**src/rtl/frag_dest_fetch_pkg.sv**
```systemverilog
// Shared constants and fragment attribute type for the per-fragment stage.
// Width defaults here are reused by frag_dest_fetch and downstream stages.
package frag_dest_fetch_pkg;

    localparam int DEF_FRAMEBUFFER_INDEX_WIDTH = 14;
    localparam int DEF_SCREEN_POS_WIDTH        = 16;
    localparam int DEF_DEPTH_WIDTH             = 16;
    localparam int DEF_STENCIL_WIDTH           = 4;
    localparam int DEF_PIXEL_WIDTH             = 32;
    localparam int DEF_HAZARD_DEPTH            = 8;
    localparam int FRAG_DEPTH_WIDTH            = 32;

    typedef struct packed {
        logic [DEF_PIXEL_WIDTH-1:0]             color;
        logic [FRAG_DEPTH_WIDTH-1:0]            depth;
        logic [DEF_FRAMEBUFFER_INDEX_WIDTH-1:0] index;
        logic [DEF_SCREEN_POS_WIDTH-1:0]        pos_x;
        logic [DEF_SCREEN_POS_WIDTH-1:0]        pos_y;
        logic                                   last;
        logic                                   keep;
    } frag_attr_t;

endpackage

```
**src/rtl/frag_dest_fetch_if.sv**
```systemverilog
// Bus bundle of frag_dest_fetch: fragment in/out streams, tile-buffer read port, write-back retire.
// slave = the fetch block, master = its surrounding environment.
interface frag_dest_fetch_if
    import frag_dest_fetch_pkg::*;
#(
    parameter int FRAMEBUFFER_INDEX_WIDTH = DEF_FRAMEBUFFER_INDEX_WIDTH,
    parameter int SCREEN_POS_WIDTH        = DEF_SCREEN_POS_WIDTH,
    parameter int DEPTH_WIDTH             = DEF_DEPTH_WIDTH,
    parameter int STENCIL_WIDTH           = DEF_STENCIL_WIDTH,
    parameter int PIXEL_WIDTH             = DEF_PIXEL_WIDTH
) ();
    logic                               s_frag_tvalid;
    logic                               s_frag_tready;
    logic                               s_frag_tlast;
    logic                               s_frag_tkeep;
    logic [PIXEL_WIDTH-1:0]             s_frag_tcolor;
    logic [FRAG_DEPTH_WIDTH-1:0]        s_frag_tdepth;
    logic [FRAMEBUFFER_INDEX_WIDTH-1:0] s_frag_tindex;
    logic [SCREEN_POS_WIDTH-1:0]        s_frag_tscreenPosX;
    logic [SCREEN_POS_WIDTH-1:0]        s_frag_tscreenPosY;

    logic                               rd_en;
    logic [FRAMEBUFFER_INDEX_WIDTH-1:0] rd_addr;
    logic [PIXEL_WIDTH-1:0]             rd_color;
    logic [DEPTH_WIDTH-1:0]             rd_depth;
    logic [STENCIL_WIDTH-1:0]           rd_stencil;
    logic                               wb_done;

    logic                               m_frag_tvalid;
    logic                               m_frag_tready;
    logic                               m_frag_tlast;
    logic                               m_frag_tkeep;
    logic [PIXEL_WIDTH-1:0]             m_frag_tcolor;
    logic [FRAG_DEPTH_WIDTH-1:0]        m_frag_tdepth;
    logic [FRAMEBUFFER_INDEX_WIDTH-1:0] m_frag_tindex;
    logic [SCREEN_POS_WIDTH-1:0]        m_frag_tscreenPosX;
    logic [SCREEN_POS_WIDTH-1:0]        m_frag_tscreenPosY;
    logic [PIXEL_WIDTH-1:0]             m_frag_tdestinationColor;
    logic [DEPTH_WIDTH-1:0]             m_frag_tdestinationDepth;
    logic [STENCIL_WIDTH-1:0]           m_frag_tdestinationStencil;

    modport slave (
        input  s_frag_tvalid, s_frag_tlast, s_frag_tkeep, s_frag_tcolor, s_frag_tdepth,
               s_frag_tindex, s_frag_tscreenPosX, s_frag_tscreenPosY,
        output s_frag_tready,
        output rd_en, rd_addr,
        input  rd_color, rd_depth, rd_stencil, wb_done,
        output m_frag_tvalid, m_frag_tlast, m_frag_tkeep, m_frag_tcolor, m_frag_tdepth,
               m_frag_tindex, m_frag_tscreenPosX, m_frag_tscreenPosY,
               m_frag_tdestinationColor, m_frag_tdestinationDepth, m_frag_tdestinationStencil,
        input  m_frag_tready
    );

    modport master (
        output s_frag_tvalid, s_frag_tlast, s_frag_tkeep, s_frag_tcolor, s_frag_tdepth,
               s_frag_tindex, s_frag_tscreenPosX, s_frag_tscreenPosY,
        input  s_frag_tready,
        input  rd_en, rd_addr,
        output rd_color, rd_depth, rd_stencil, wb_done,
        input  m_frag_tvalid, m_frag_tlast, m_frag_tkeep, m_frag_tcolor, m_frag_tdepth,
               m_frag_tindex, m_frag_tscreenPosX, m_frag_tscreenPosY,
               m_frag_tdestinationColor, m_frag_tdestinationDepth, m_frag_tdestinationStencil,
        output m_frag_tready
    );
endinterface

```
**src/rtl/frag_index_scoreboard.sv**
```systemverilog
// In-order FIFO of tile-buffer indices still in flight, with a parallel compare
// of every live entry against one probe index.
module frag_index_scoreboard #(
    parameter int DEPTH = 8,
    parameter int IDX_W = 14
) (
    input  logic                   clk,
    input  logic                   reset,
    input  logic                   push,
    input  logic [IDX_W-1:0]       push_idx,
    input  logic                   pop,
    input  logic [IDX_W-1:0]       cmp_idx,
    output logic                   match,
    output logic                   full,
    output logic [$clog2(DEPTH):0] count
);
    localparam int PTR_W = $clog2(DEPTH);
    localparam int CNT_W = PTR_W + 1;

    logic [DEPTH-1:0][IDX_W-1:0] idx_q;
    logic [DEPTH-1:0]            vld_q;
    logic [DEPTH-1:0]            hit;
    logic [PTR_W-1:0]            wr_ptr;
    logic [PTR_W-1:0]            rd_ptr;
    logic                        do_push;
    logic                        do_pop;

    assign full    = (count == CNT_W'(DEPTH));
    assign do_push = push && !full;
    // Late retire pulses (e.g. from before a reset) land here with count==0 and are dropped.
    assign do_pop  = pop && (count != '0);

    for (genvar i = 0; i < DEPTH; i++) begin : g_cmp
        assign hit[i] = vld_q[i] && (idx_q[i] == cmp_idx);
    end
    assign match = |hit;

    always_ff @(posedge clk) begin
        if (reset) begin
            vld_q  <= '0;
            wr_ptr <= '0;
            rd_ptr <= '0;
            count  <= '0;
        end else begin
            if (do_push) begin
                idx_q[wr_ptr] <= push_idx;
                vld_q[wr_ptr] <= 1'b1;
                wr_ptr        <= wr_ptr + 1'b1;
            end
            if (do_pop) begin
                vld_q[rd_ptr] <= 1'b0;
                rd_ptr        <= rd_ptr + 1'b1;
            end
            case ({do_push, do_pop})
                2'b10:   count <= count + 1'b1;
                2'b01:   count <= count - 1'b1;
                default: count <= count;
            endcase
        end
    end

endmodule

```
**src/rtl/frag_dest_fetch.sv**
```systemverilog
// Per-fragment front end: reads tile-buffer destination data and blocks read-after-write hazards.
// Optional stall counters enabled by RASTERIX_FRAG_DEST_FETCH_PERF_CNT_EN.
module frag_dest_fetch
    import frag_dest_fetch_pkg::*;
#(
    parameter int FRAMEBUFFER_INDEX_WIDTH = DEF_FRAMEBUFFER_INDEX_WIDTH,
    parameter int SCREEN_POS_WIDTH        = DEF_SCREEN_POS_WIDTH,
    parameter int DEPTH_WIDTH             = DEF_DEPTH_WIDTH,
    parameter int STENCIL_WIDTH           = DEF_STENCIL_WIDTH,
    parameter int PIXEL_WIDTH             = DEF_PIXEL_WIDTH,
    parameter int HAZARD_DEPTH            = DEF_HAZARD_DEPTH
) (
    input  logic              aclk,
    input  logic              reset,
    frag_dest_fetch_if.slave  bus,
    output logic              idle
`ifdef RASTERIX_FRAG_DEST_FETCH_PERF_CNT_EN
    ,
    output logic [31:0]       stall_hazard_cnt,
    output logic [31:0]       stall_full_cnt
`endif
);
    localparam int CNT_W = $clog2(HAZARD_DEPTH) + 1;

    logic             sb_match;
    logic             sb_full;
    logic [CNT_W-1:0] sb_count;
    logic             hazard;
    logic             blk_full;
    logic             s_ready;
    logic             accept;
    logic             out_vld;
    logic             fresh;

    logic                               last_q;
    logic                               keep_q;
    logic [PIXEL_WIDTH-1:0]             color_q;
    logic [FRAG_DEPTH_WIDTH-1:0]        depth_q;
    logic [FRAMEBUFFER_INDEX_WIDTH-1:0] index_q;
    logic [SCREEN_POS_WIDTH-1:0]        pos_x_q;
    logic [SCREEN_POS_WIDTH-1:0]        pos_y_q;
    logic [PIXEL_WIDTH-1:0]             hold_color;
    logic [DEPTH_WIDTH-1:0]             hold_depth;
    logic [STENCIL_WIDTH-1:0]           hold_stencil;

    // Compare sees pre-pop state, so a fragment waiting on a retiring entry goes one cycle later.
    frag_index_scoreboard #(
        .DEPTH (HAZARD_DEPTH),
        .IDX_W (FRAMEBUFFER_INDEX_WIDTH)
    ) u_sb (
        .clk      (aclk),
        .reset    (reset),
        .push     (accept && bus.s_frag_tkeep),
        .push_idx (bus.s_frag_tindex),
        .pop      (bus.wb_done),
        .cmp_idx  (bus.s_frag_tindex),
        .match    (sb_match),
        .full     (sb_full),
        .count    (sb_count)
    );

    assign hazard   = bus.s_frag_tkeep && sb_match;
    assign blk_full = bus.s_frag_tkeep && sb_full;
    assign s_ready  = !hazard && !blk_full && (!out_vld || bus.m_frag_tready);
    assign accept   = bus.s_frag_tvalid && s_ready;

    assign bus.s_frag_tready = s_ready;
    assign bus.rd_en         = accept && bus.s_frag_tkeep;
    assign bus.rd_addr       = bus.s_frag_tindex;

    always_ff @(posedge aclk) begin
        if (reset) begin
            out_vld <= 1'b0;
            fresh   <= 1'b0;
        end else begin
            if (accept)
                out_vld <= 1'b1;
            else if (bus.m_frag_tready)
                out_vld <= 1'b0;
            fresh <= accept;
        end
    end

    always_ff @(posedge aclk) begin
        if (accept) begin
            last_q  <= bus.s_frag_tlast;
            keep_q  <= bus.s_frag_tkeep;
            color_q <= bus.s_frag_tcolor;
            depth_q <= bus.s_frag_tdepth;
            index_q <= bus.s_frag_tindex;
            pos_x_q <= bus.s_frag_tscreenPosX;
            pos_y_q <= bus.s_frag_tscreenPosY;
        end
        // Read data is only valid on the fresh cycle; keep a copy for stalled beats.
        if (fresh) begin
            hold_color   <= bus.rd_color;
            hold_depth   <= bus.rd_depth;
            hold_stencil <= bus.rd_stencil;
        end
    end

    assign bus.m_frag_tvalid      = out_vld;
    assign bus.m_frag_tlast       = last_q;
    assign bus.m_frag_tkeep       = keep_q;
    assign bus.m_frag_tcolor      = color_q;
    assign bus.m_frag_tdepth      = depth_q;
    assign bus.m_frag_tindex      = index_q;
    assign bus.m_frag_tscreenPosX = pos_x_q;
    assign bus.m_frag_tscreenPosY = pos_y_q;

    assign bus.m_frag_tdestinationColor   = !keep_q ? '0 : (fresh ? bus.rd_color   : hold_color);
    assign bus.m_frag_tdestinationDepth   = !keep_q ? '0 : (fresh ? bus.rd_depth   : hold_depth);
    assign bus.m_frag_tdestinationStencil = !keep_q ? '0 : (fresh ? bus.rd_stencil : hold_stencil);

    assign idle = !out_vld && (sb_count == '0);

`ifdef RASTERIX_FRAG_DEST_FETCH_PERF_CNT_EN
    always_ff @(posedge aclk) begin
        if (reset) begin
            stall_hazard_cnt <= '0;
            stall_full_cnt   <= '0;
        end else begin
            if (bus.s_frag_tvalid && hazard && (stall_hazard_cnt != '1))
                stall_hazard_cnt <= stall_hazard_cnt + 1'b1;
            if (bus.s_frag_tvalid && blk_full && (stall_full_cnt != '1))
                stall_full_cnt <= stall_full_cnt + 1'b1;
        end
    end
`endif

endmodule

```
**src/flat_wrapper.sv**
```systemverilog
// flat-port wrapper written by rule: the top's interface ports become plain ports
module frag_dest_fetch_flat import frag_dest_fetch_pkg::*;
#(
    parameter int FRAMEBUFFER_INDEX_WIDTH = DEF_FRAMEBUFFER_INDEX_WIDTH,
    parameter int SCREEN_POS_WIDTH        = DEF_SCREEN_POS_WIDTH,
    parameter int DEPTH_WIDTH             = DEF_DEPTH_WIDTH,
    parameter int STENCIL_WIDTH           = DEF_STENCIL_WIDTH,
    parameter int PIXEL_WIDTH             = DEF_PIXEL_WIDTH,
    parameter int HAZARD_DEPTH            = DEF_HAZARD_DEPTH
)
  (aclk, reset, idle, bus_s_frag_tvalid, bus_s_frag_tlast, bus_s_frag_tkeep, bus_s_frag_tcolor, bus_s_frag_tdepth, bus_s_frag_tindex, bus_s_frag_tscreenPosX, bus_s_frag_tscreenPosY, bus_s_frag_tready, bus_rd_en, bus_rd_addr, bus_rd_color, bus_rd_depth, bus_rd_stencil, bus_wb_done, bus_m_frag_tvalid, bus_m_frag_tlast, bus_m_frag_tkeep, bus_m_frag_tcolor, bus_m_frag_tdepth, bus_m_frag_tindex, bus_m_frag_tscreenPosX, bus_m_frag_tscreenPosY, bus_m_frag_tdestinationColor, bus_m_frag_tdestinationDepth, bus_m_frag_tdestinationStencil, bus_m_frag_tready);
  frag_dest_fetch_if #(.FRAMEBUFFER_INDEX_WIDTH(FRAMEBUFFER_INDEX_WIDTH), .SCREEN_POS_WIDTH(SCREEN_POS_WIDTH), .DEPTH_WIDTH(DEPTH_WIDTH), .STENCIL_WIDTH(STENCIL_WIDTH), .PIXEL_WIDTH(PIXEL_WIDTH)) bus_i ();
  input  logic aclk;
  input  logic reset;
  output logic idle;
  input wire logic [$bits(bus_i.s_frag_tvalid)-1:0] bus_s_frag_tvalid;
  input wire logic [$bits(bus_i.s_frag_tlast)-1:0] bus_s_frag_tlast;
  input wire logic [$bits(bus_i.s_frag_tkeep)-1:0] bus_s_frag_tkeep;
  input wire logic [$bits(bus_i.s_frag_tcolor)-1:0] bus_s_frag_tcolor;
  input wire logic [$bits(bus_i.s_frag_tdepth)-1:0] bus_s_frag_tdepth;
  input wire logic [$bits(bus_i.s_frag_tindex)-1:0] bus_s_frag_tindex;
  input wire logic [$bits(bus_i.s_frag_tscreenPosX)-1:0] bus_s_frag_tscreenPosX;
  input wire logic [$bits(bus_i.s_frag_tscreenPosY)-1:0] bus_s_frag_tscreenPosY;
  output wire logic [$bits(bus_i.s_frag_tready)-1:0] bus_s_frag_tready;
  output wire logic [$bits(bus_i.rd_en)-1:0] bus_rd_en;
  output wire logic [$bits(bus_i.rd_addr)-1:0] bus_rd_addr;
  input wire logic [$bits(bus_i.rd_color)-1:0] bus_rd_color;
  input wire logic [$bits(bus_i.rd_depth)-1:0] bus_rd_depth;
  input wire logic [$bits(bus_i.rd_stencil)-1:0] bus_rd_stencil;
  input wire logic [$bits(bus_i.wb_done)-1:0] bus_wb_done;
  output wire logic [$bits(bus_i.m_frag_tvalid)-1:0] bus_m_frag_tvalid;
  output wire logic [$bits(bus_i.m_frag_tlast)-1:0] bus_m_frag_tlast;
  output wire logic [$bits(bus_i.m_frag_tkeep)-1:0] bus_m_frag_tkeep;
  output wire logic [$bits(bus_i.m_frag_tcolor)-1:0] bus_m_frag_tcolor;
  output wire logic [$bits(bus_i.m_frag_tdepth)-1:0] bus_m_frag_tdepth;
  output wire logic [$bits(bus_i.m_frag_tindex)-1:0] bus_m_frag_tindex;
  output wire logic [$bits(bus_i.m_frag_tscreenPosX)-1:0] bus_m_frag_tscreenPosX;
  output wire logic [$bits(bus_i.m_frag_tscreenPosY)-1:0] bus_m_frag_tscreenPosY;
  output wire logic [$bits(bus_i.m_frag_tdestinationColor)-1:0] bus_m_frag_tdestinationColor;
  output wire logic [$bits(bus_i.m_frag_tdestinationDepth)-1:0] bus_m_frag_tdestinationDepth;
  output wire logic [$bits(bus_i.m_frag_tdestinationStencil)-1:0] bus_m_frag_tdestinationStencil;
  input wire logic [$bits(bus_i.m_frag_tready)-1:0] bus_m_frag_tready;
  assign bus_i.s_frag_tvalid = bus_s_frag_tvalid;
  assign bus_i.s_frag_tlast = bus_s_frag_tlast;
  assign bus_i.s_frag_tkeep = bus_s_frag_tkeep;
  assign bus_i.s_frag_tcolor = bus_s_frag_tcolor;
  assign bus_i.s_frag_tdepth = bus_s_frag_tdepth;
  assign bus_i.s_frag_tindex = bus_s_frag_tindex;
  assign bus_i.s_frag_tscreenPosX = bus_s_frag_tscreenPosX;
  assign bus_i.s_frag_tscreenPosY = bus_s_frag_tscreenPosY;
  assign bus_s_frag_tready = bus_i.s_frag_tready;
  assign bus_rd_en = bus_i.rd_en;
  assign bus_rd_addr = bus_i.rd_addr;
  assign bus_i.rd_color = bus_rd_color;
  assign bus_i.rd_depth = bus_rd_depth;
  assign bus_i.rd_stencil = bus_rd_stencil;
  assign bus_i.wb_done = bus_wb_done;
  assign bus_m_frag_tvalid = bus_i.m_frag_tvalid;
  assign bus_m_frag_tlast = bus_i.m_frag_tlast;
  assign bus_m_frag_tkeep = bus_i.m_frag_tkeep;
  assign bus_m_frag_tcolor = bus_i.m_frag_tcolor;
  assign bus_m_frag_tdepth = bus_i.m_frag_tdepth;
  assign bus_m_frag_tindex = bus_i.m_frag_tindex;
  assign bus_m_frag_tscreenPosX = bus_i.m_frag_tscreenPosX;
  assign bus_m_frag_tscreenPosY = bus_i.m_frag_tscreenPosY;
  assign bus_m_frag_tdestinationColor = bus_i.m_frag_tdestinationColor;
  assign bus_m_frag_tdestinationDepth = bus_i.m_frag_tdestinationDepth;
  assign bus_m_frag_tdestinationStencil = bus_i.m_frag_tdestinationStencil;
  assign bus_i.m_frag_tready = bus_m_frag_tready;
  frag_dest_fetch #(.FRAMEBUFFER_INDEX_WIDTH(FRAMEBUFFER_INDEX_WIDTH), .SCREEN_POS_WIDTH(SCREEN_POS_WIDTH), .DEPTH_WIDTH(DEPTH_WIDTH), .STENCIL_WIDTH(STENCIL_WIDTH), .PIXEL_WIDTH(PIXEL_WIDTH), .HAZARD_DEPTH(HAZARD_DEPTH)) u_core (.aclk(aclk), .reset(reset), .bus(bus_i), .idle(idle));
endmodule
```
**config.mk**
```make
export PLATFORM = sky130hd
export DESIGN_NAME = frag_dest_fetch_flat
export DESIGN_NICKNAME = d
export VERILOG_FILES = /design/src/rtl/frag_dest_fetch_pkg.sv /design/src/rtl/frag_dest_fetch_if.sv /design/src/rtl/frag_index_scoreboard.sv /design/src/rtl/frag_dest_fetch.sv /design/src/flat_wrapper.sv
export SDC_FILE = /design/constraint.sdc
export NUM_CORES = 1
export LEC_CHECK = 0
export CAP_MARGIN = 10
export CORE_ASPECT_RATIO = 0.6
export CORE_MARGIN = 2
export CORE_UTILIZATION = 51
export CTS_BUF_LIST = sky130_fd_sc_hd__clkbuf_8 sky130_fd_sc_hd__clkbuf_16
export DETAILED_ROUTE_END_ITERATION = 7
export GPL_TIMING_DRIVEN = 0
export HOLD_SLACK_MARGIN = 0.03
export PLACE_DENSITY = 0.86
export SYNTH_ARGS = -nofsm -noshare
export SYNTH_HDL_FRONTEND = slang
export SYNTH_HIERARCHICAL = 1
export SYNTH_SLANG_ARGS = --single-unit
```
**constraint.sdc**
```tcl
create_clock -name aclk -period 38.9 [get_ports aclk]
set_input_delay 7.78 -clock aclk [delete_from_list [all_inputs] [get_ports aclk]]
set_output_delay 7.78 -clock aclk [all_outputs]
set_load 0.01 [all_outputs]
```
Figure 1. Cell sizes after repair (run 1).
Scale: 2 px per um.
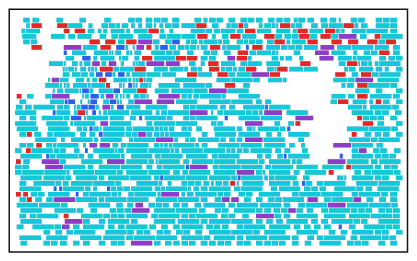
| size | color | cells |
|---|---|---|
| x6 and larger | purple | 54 |
| x2 | blue | 42 |
| x1 and smaller | cyan | 947 |
| x3 and x4 | red | 77 |

Figure 2. Local utilization (run 1).
Scale: 2 px per um. The die is cut into 20 by 12 equal tiles; dark blue is low, red is high, 0 to 100% covered.
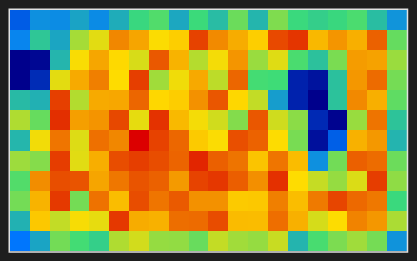
mean over tiles: 67%
fullest tile: 100%
nearly empty tiles: 2.1%

Figure 3. I/O nets highlighted (run 1).
Scale: 2 px per um.
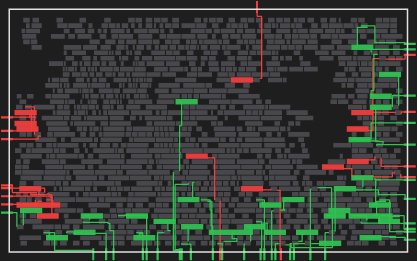
| port | color | direction | edge | end cells | buffers | wire |
|---|---|---|---|---|---|---|
| `bus_m_frag_tindex` | red | output | 7 left, 4 right, 2 bottom, 1 top | 14 | 14 | 439 um |
| `bus_s_frag_tcolor` | green | input | 20 bottom, 11 right, 1 left | 32 | 32 | 1080 um |

==> impl_metrics.toml, run 1 <==
# implementation run metrics
[worst_setup_path]
timing.critical_path.slowest_cell_delay_ns = 0.83
reg2reg_to = "u_core/u_sb/idx_q[63]"
slowest_stage = "clkdlybuf4s50_1"
worstSetupStartpointType = "input pin"
crit_path_max_fanout = 11
timing.critical_path.required_ns = 31.12
cp_data_arrival_time_ns = 11.23
crit_path_start = "bus_s_frag_tindex[7]"
timing.reg2reg.setup_slack_ns = 34.95
cp_depth = 10
timing.critical_path.to = "bus_rd_en"
critPathTopFamily = "buffers and inverters"
path_class = "input pin to output port"
endpoint_kind = "output port"
critical_path.cell_chain = "clkdlybuf4s50_1 -> buf_2 -> xnor2_1 -> nand4_1 -> nor4_1 -> nor4_1 -> nand2_1 -> o21a_1 -> nor3_1 -> clkdlybuf4s50_1"

[synthesis]
ys_sh_simple = 0.0863
flop_cell = "edfxtp_1"
synth.top_cells.by_count = "edfxtp_1, xnor2_1, dfxtp_1"
ys_top_cells_by_area = "edfxtp_1, dfxtp_1, xnor2_1"
synth-warning-count = 6
ys_async_sr_fraction = 0
net_count_synth = 880
syn-mean-instance-area_um2 = 16.4
instance_tally_after_logic_synthesis = 706
synth_top_cell_by_area = "edfxtp_1"
compound_area_frac = 0.0119
synth.yosys.seq_area_share = 0.706
synth_largest_type_area_fraction = 0.581
ys_top_logic_family = "XOR/XNOR gates"
yosys.area_share.adder = 0.00541
post_syn_area_mm2 = 0.0116
yosys-stat-cells = 706
yosys_area_mm2 = 0.0116
synth.ff_latch_count = 296
edf_count = 224
synth.mux.area_fraction = 0.0686

[floorplanning]
floorplan.die.height_um = 121
row_count = 42
coreArea_mm2 = 0.0222
die_width_um = 198
die-area_mm2 = 0.0239
core_util_floorplan = 0.522
pin_count = 351

[grt]
global_route.usage.met3 = 0.0745
gr-total-overflow = 0
grt_max_degree = 17
grt_util_all_layers = 0.240
antenna_found_initial = 0
grt_use_met1 = 0.332
grt_most_used_layer = "met2"
first_pass_grt_wire_length_um = 43400
global_route.usage.met2 = 0.383
grt_pass1_vias = 7303

[detailed_routing]
wl_um = 29700
post_drt_via_cell_ratio = 5.14
detailedRoute.firstPassIterationCount = 5
wl_met1_um = 12200
routed_wire_length_per_instance_um = 20.8
detail_route.drc_violations = 0
met2WireLength_um = 13900
drtAntennaViolNets = 0
met3_length_um = 3080
topRoutingLayerUsed = "met4"
num_vias = 7346
first_iter_violations = 549

[cts]
post-cts-setup-buffer-count = 0
ctsRootBufferMaster = "clkbuf_16"
cts_made_buffers = 26
clkLatencyLatePin_ns = 0.53
ctsLongestPathBuffers = 3
tritoncts_clock_tree = "done"
ctsResizeCount = 0
clock_sink_count = 296
hold_fix_buffer_count_after_cts = 0
cts-htree-levels = 1

[timing]
minimum_setup_slack_in_the_final_design_ns = 19.89
max_fclk_mhz = 52.6
timing.hold.ws_ns = 0.468
setup_tns_ns = 0
setup_violations = 0
timing.final.crit_share = 0.489
worst_slew_margin_rel = 0.381
slew_viol_final = 0
hold_violations = 0
rsz0062_at_grt = "false"
fin_skew_ns = 0.0255
tightest_slew_ns = 0.927
fin_crit_ns = 19.01

[run]
max_cap_viol_count = 0
openroad_warning_count = 27

[power]
sw_frac_of_total = 0.241
power_frac_comb = 0.204
share_clk_of_total_power = 0.322
power_density_mw_per_mm2 = 48.8
total_leakage_power_nw = 5.79
max-vdd-ir-drop_mv = 0.0433
total_switching_power_uw = 195
seq_power_share = 0.474
p_int_uw = 612
power_attributed_to_sequential_cells_uw = 382
total_power_uw = 807
power.combinational.total_uw = 164
clockNetworkPower_uw = 260

[final_layout]
top_cell_excl_fill_tap = "clkdlybuf4s50_1"
antenna-diode-count = 0
instances_no_fill = 1428
flow.area_growth_from_synthesis_pct = 42.9
layout_top_cells = "clkdlybuf4s50_1, edfxtp_1, xnor2_1"
final_util = 0.745
layout-drive-gt1-share = 0.154
final_nets = 1274
postLayoutCellArea_mm2 = 0.0165

[run_status]
run_status = "complete, no violations"

[hold_path]
holdCritPathClass = "register to register"
hold-path-endpoint = "u_core/hold_color[1]"

[placement]
gpl.final_weighted_congestion = 0.876
place.detailed.instances = 1379
detailedPlace.worstSlack_ns = 20.02
post-dp-hpwl_um = 21600
io_buffers = 350
place_area_mm2 = 0.0157
run 1: registers in the layout, summed over array words and instances, names as in the netlist, 8 cells and up:
register,count
u_core/bus.m_frag_tcolor,32
u_core/bus.m_frag_tdepth,32
u_core/bus.m_frag_tindex,14
u_core/bus.m_frag_tscreenPosX,16
u_core/bus.m_frag_tscreenPosY,16
u_core/hold_color,32
u_core/hold_depth,16
u_core/u_sb/idx_q,112
u_core/u_sb/vld_q,8
run 1: final cells by class:
class / count / area, um^2
flip-flops and latches: 296 / 8170
inverters: 5 / 23.8
fillers: 1399 / 5650
plain buffers: 45 / 343
repair buffers: 366 / 3690
clock buffers: 27 / 676
well taps: 308 / 385
clock inverters: 21 / 180
multi-input cells: 360 / 3060
==> run 2, diff against run 1 <==
CORE_UTILIZATION = 47   (was 51)
PLACE_DENSITY = 0.8   (was 0.86)
clock period = 19.4 ns   (was 38.9 ns; I/O delays follow)
Figure 4. Placed standard cells (run 2).
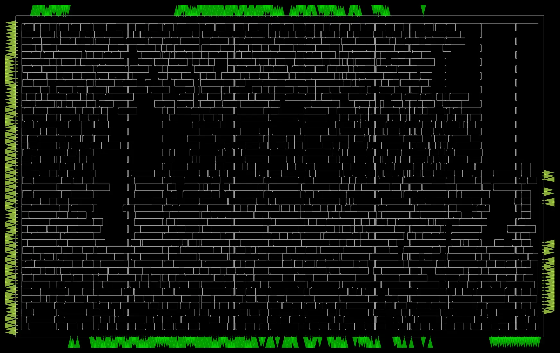
flop share of the area: 0.493
tally of non-filler cells in the final layout: 1442

==> run 2 against run 1 <==
Sequential share of layout area down 0.075 points. Power up 100%. Worst setup slack worse by 12 ns. Via count down 4.0%. Utilization down 6.0 points. Critical path type unchanged. Largest power group unchanged.
==> impl_metrics.toml, run 2 <==
# implementation run metrics
[worst_setup_path]
endpoint_kind = "output port"
crit_path_max_fanout = 11
timing.reg2reg.setup_slack_ns = 15.58
reg2reg_to = "u_core/u_sb/idx_q[86]"
timing.critical_path.required_ns = 15.52
critPathTopFamily = "buffers and inverters"
cp_depth = 10
cp_data_arrival_time_ns = 7.16
timing.critical_path.slowest_cell_delay_ns = 0.80
timing.critical_path.to = "bus_rd_en"

[power]
max-vdd-ir-drop_mv = 0.0922
power_density_mw_per_mm2 = 97.8
total_power_mw = 1.62

[synthesis]
compound_area_frac = 0.0119
synth-warning-count = 6
yosys_area_mm2 = 0.0116
synth.top_cells.by_count = "edfxtp_1, xnor2_1, dfxtp_1"
flop_cell = "edfxtp_1"
yosys.area_share.adder = 0.00541
post_syn_area_mm2 = 0.0116
ys_top_cells_by_area = "edfxtp_1, dfxtp_1, xnor2_1"
synth_largest_type_area_fraction = 0.581
net_count_synth = 880
synth_top_cell_by_area = "edfxtp_1"
synth.ff_latch_count = 296
instance_tally_after_logic_synthesis = 706
syn-mean-instance-area_um2 = 16.4
ys_top_logic_family = "XOR/XNOR gates"
synth.mux.area_fraction = 0.0686

[timing]
fin_skew_ns = 0.0268
worst_slew_margin_rel = 0.303
minimum_setup_slack_in_the_final_design_ns = 8.36
timing.final.crit_share = 0.569
setup_tns_ns = 0
rsz0062_at_grt = "false"
max_fclk_mhz = 90.6
timing.hold.ws_ns = 0.469
tightest_slew_ns = 1.04
slew_viol_final = 0

[detailed_routing]
detailedRoute.firstPassIterationCount = 4
detail_route.drc_violations = 0
wl_um = 28300
num_vias = 7049
first_iter_violations = 469
routed_wire_length_per_instance_um = 19.6

[placement]
place_area_mm2 = 0.0157
gpl.final_weighted_congestion = 0.883

[grt]
gr-total-overflow = 0
grt_pass1_vias = 7375
antenna_found_initial = 0
grt_max_degree = 16
first_pass_grt_wire_length_um = 43000

[cts]
tritoncts_clock_tree = "done"
hold_fix_buffer_count_after_cts = 0
ctsLongestPathBuffers = 3
clkLatencyLatePin_ns = 0.55
ctsResizeCount = 0
post-cts-setup-buffer-count = 0
cts_made_buffers = 27
clock_sink_count = 296

[floorplanning]
pin_count = 351
die-area_mm2 = 0.0259
core_util_floorplan = 0.479

[final_layout]
num-fill-cells = 1632
final_util = 0.685
flow.area_growth_from_synthesis_pct = 43.1
layout_top_cells = "clkdlybuf4s50_1, edfxtp_1, xnor2_1"
final_nets = 1275
postLayoutCellArea_mm2 = 0.0166

[run]
max_cap_viol_count = 0
openroad_warning_count = 27

[hold_path]
hold-path-endpoint = "u_core/hold_stencil[0]"

[run_status]
run_status = "complete, no violations"
Figure 5. Local utilization (run 2).
Scale: 2 px per um. The die is cut into 21 by 13 equal tiles; dark blue is low, red is high, 0 to 100% covered.
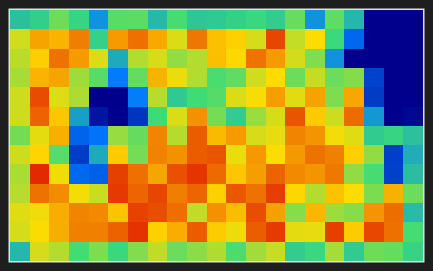
tiles over 75% full: 38%
emptiest ninth of the die: top right
fullest tile: 95%
mean over tiles: 62%
nearly empty tiles: 7.0%

run 2: cell counts after synthesis:
Identical to the previous run, type by type.
run 2: power breakdown:
part           internal (mW)  switching (mW)  leakage (nW)
sequential             0.744          0.0229          2.69
clock                  0.298           0.225         0.455
combinational          0.191           0.137          2.67
total                   1.23           0.385          5.82
run 2: layout make-up:
cell class                      count  area share
Sequential cell                   296       0.493
Tap cell                          322      0.0243
Clock buffer                       29      0.0425
Timing Repair Buffer              366       0.223
Buffer                             45      0.0207
Multi-Input combinational cell    360       0.185
Inverter                            5     0.00144
Clock inverter                     19     0.00945
run 2: routing by layer:
metal,share of wire,track usage,vias up
met5,0,0,-
met3,0.099,0.0693,36
met2,0.46,0.344,277
met4,0.017,0.0437,0
li1,-,-,3320
met1,0.42,0.301,3416
==> run 3, diff against run 2 <==
CORE_UTILIZATION = 42   (was 47)
PLACE_DENSITY = 0.76   (was 0.8)
clock period = 9.42 ns   (was 19.4 ns; I/O delays follow)
Figure 6. Local utilization (run 3).
Scale: 2 px per um. The die is cut into 22 by 13 equal tiles; dark blue is low, red is high, 0 to 100% covered.
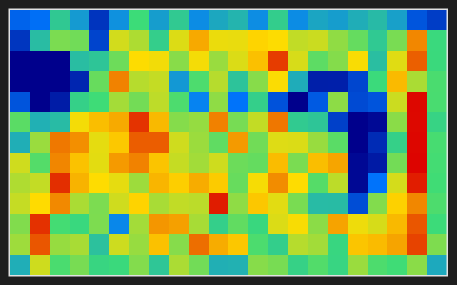
nearly empty tiles: 4.5%
fullest tile: 100%
emptiest ninth of the die: top left
tiles over 75% full: 22%

==> run 3 against run 2 <==
Clock skew is 0.0061 ns lower. Die area is 12% higher. Largest power group unchanged. Register-to-register slack worse by 10 ns. Area after synthesis stayed put. First-iteration DRC count is 19% higher. Wire length is 0.44% lower.
==> impl_metrics.toml, run 3 <==
# implementation run metrics
[cts]
clock_sink_count = 296
cts-htree-levels = 1
cts_made_buffers = 28
hold_fix_buffer_count_after_cts = 0
ctsRootBufferMaster = "clkbuf_16"
ctsResizeCount = 0
tritoncts_clock_tree = "done"
clkLatencyLatePin_ns = 0.55

[grt]
grt_max_degree = 22
grt_pass1_vias = 7125
global_route.usage.met3 = 0.0503
grt_most_used_layer = "met2"
gr-total-overflow = 0
first_pass_grt_wire_length_um = 41800
grt_util_all_layers = 0.189
antenna_found_initial = 0
grt_use_met1 = 0.273

[synthesis]
yosys-stat-cells = 706
ys_top_cells_by_area = "edfxtp_1, dfxtp_1, xnor2_1"
net_count_synth = 880
synth.ff_latch_count = 296
yosys.area_share.adder = 0.00541
synth.yosys.seq_area_share = 0.706
post_syn_area_mm2 = 0.0116
syn-mean-instance-area_um2 = 16.4
synth-warning-count = 6
yosys_area_mm2 = 0.0116
flop_cell = "edfxtp_1"
ys_async_sr_fraction = 0
edf_count = 224
ys_sh_simple = 0.0863
synth_top_cell_by_area = "edfxtp_1"
synth.mux.area_fraction = 0.0686
synth.top_cells.by_count = "edfxtp_1, xnor2_1, dfxtp_1"
ys_top_logic_family = "XOR/XNOR gates"
synth_largest_type_area_fraction = 0.581
instance_tally_after_logic_synthesis = 706
compound_area_frac = 0.0119

[timing]
max_fclk_mhz = 140
hold_violations = 0
setup_tns_ns = 0
rsz0062_at_grt = "false"
setup_violations = 0
timing.hold.ws_ns = 0.469
timing.final.crit_share = 0.756
fin_skew_ns = 0.0207
worst_slew_margin_rel = 0.396
fin_crit_ns = 7.12
minimum_setup_slack_in_the_final_design_ns = 2.30
slew_viol_final = 0
tightest_slew_ns = 0.903

[final_layout]
postLayoutCellArea_mm2 = 0.0167
num-fill-cells = 1991
layout-drive-gt1-share = 0.157
antenna-diode-count = 0
largest_reg_flops = 112
instances_no_fill = 1482
flow.area_growth_from_synthesis_pct = 44.7
layout_top_cells = "clkdlybuf4s50_1, edfxtp_1, xnor2_1"
final_util = 0.625
top_cell_excl_fill_tap = "clkdlybuf4s50_1"
top_register = "u_core/u_sb/idx_q"

[detailed_routing]
drtAntennaViolNets = 0
num_vias = 7191
detail_route.drc_violations = 0
met3_length_um = 2210
wl_met1_um = 12800
post_drt_via_cell_ratio = 4.85
topRoutingLayerUsed = "met4"
detailedRoute.firstPassIterationCount = 5
wl_um = 28100
routed_wire_length_per_instance_um = 19.0
met2WireLength_um = 12700

[placement]
gpl.final_weighted_congestion = 0.863
post-dp-hpwl_um = 21100
place.detailed.instances = 1429
place_area_mm2 = 0.0157
detailedPlace.worstSlack_ns = 2.34
io_buffers = 350

[power]
power_density_mw_per_mm2 = 208
total_power_mw = 3.47
max-vdd-ir-drop_mv = 0.153
total_leakage_power_nw = 5.83

[worst_setup_path]
timing.critical_path.to = "bus_rd_en"
path_class = "input pin to output port"
reg2reg_to = "u_core/u_sb/idx_q[84]"
crit_path_start = "bus_s_frag_tindex[7]"
timing.reg2reg.setup_slack_ns = 5.57
endpoint_kind = "output port"
critPathTopFamily = "buffers and inverters"
timing.critical_path.slowest_cell_delay_ns = 0.80
worstSetupStartpointType = "input pin"
cp_depth = 10
cp_data_arrival_time_ns = 5.23
timing.critical_path.required_ns = 7.54
critical_path.cell_chain = "clkdlybuf4s50_1 -> buf_2 -> xnor2_1 -> nand4_1 -> nor4_1 -> nor4_1 -> nand2_1 -> o21a_1 -> nor3_1 -> clkdlybuf4s50_1"
crit_path_max_fanout = 11

[floorplanning]
die-area_mm2 = 0.0289
coreArea_mm2 = 0.0268
die_width_um = 218
row_count = 46
floorplan.die.height_um = 133
pin_count = 351
core_util_floorplan = 0.432

[hold_path]
holdCritPathClass = "register to register"
hold_path.startpoint = "u_core/hold_color[3]"
hold-path-endpoint = "u_core/hold_color[3]"

[run_status]
run_status = "complete, no violations"

[run]
openroad_warning_count = 27
max_cap_viol_count = 0
Figure 7. Cell sizes after repair (run 3).
Scale: 2 px per um.
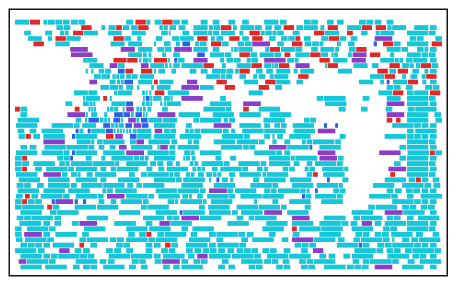
| size | color | cells |
|---|---|---|
| x2 | blue | 37 |
| x1 and smaller | cyan | 946 |
| x3 and x4 | red | 81 |
| x6 and larger | purple | 58 |

run 3: cell counts after synthesis:
Identical to the previous run, type by type.
run 3: area by class of cell:
class                           count  area [um^2]  area share
Clock inverter                     23          285      0.0170
Inverter                            5         23.8     0.00142
Timing Repair Buffer              364         3680       0.220
Sequential cell                   296         8170       0.488
Buffer                             45          343      0.0205
Multi-Input combinational cell    360         3060       0.183
Tap cell                          360          450      0.0269
Clock buffer                       29          726      0.0434
run 3: power by group:
part / switching (mW) / internal (mW)
logic: 0.278 / 0.391
registers: 0.0472 / 1.53
clock network: 0.498 / 0.728
total: 0.823 / 2.65

==> screenshots <==
The metal 1 layer.
Scale: 4 px per um. Supply wires on this layer in gray. Cells faint in the background.
picture 1
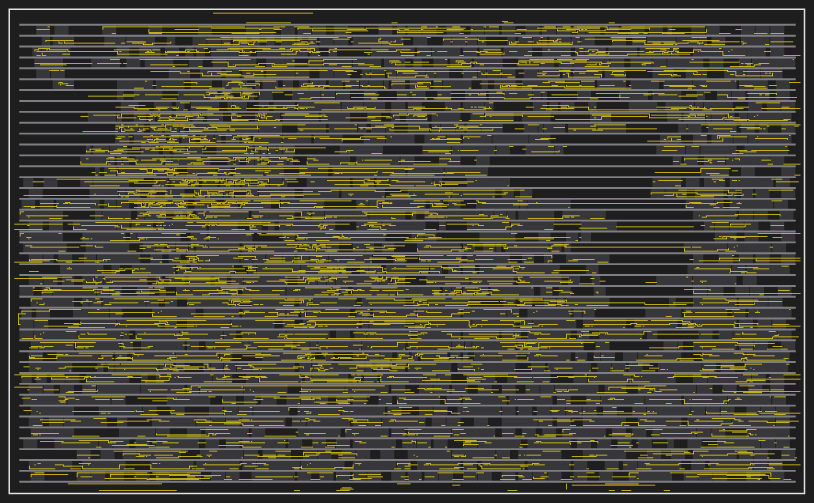
picture 2
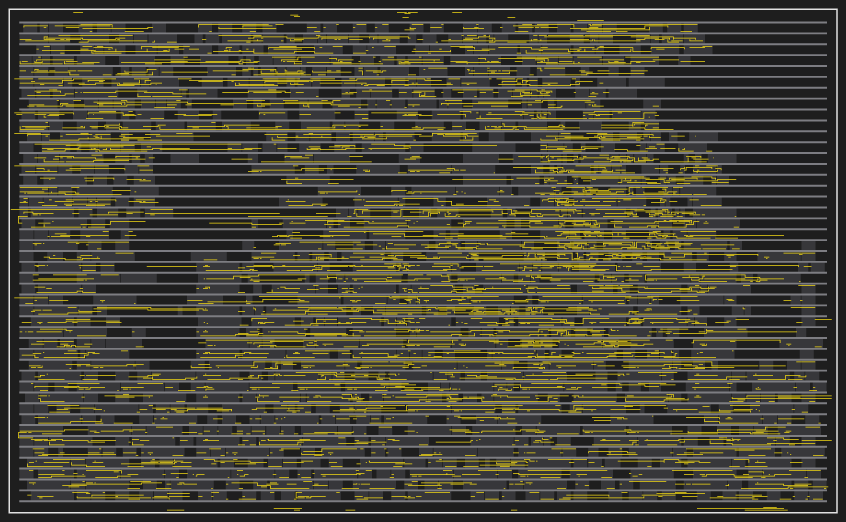
- run 2 = picture 2
- run 1 = picture 1

Power and IR drop assume default switching activity.
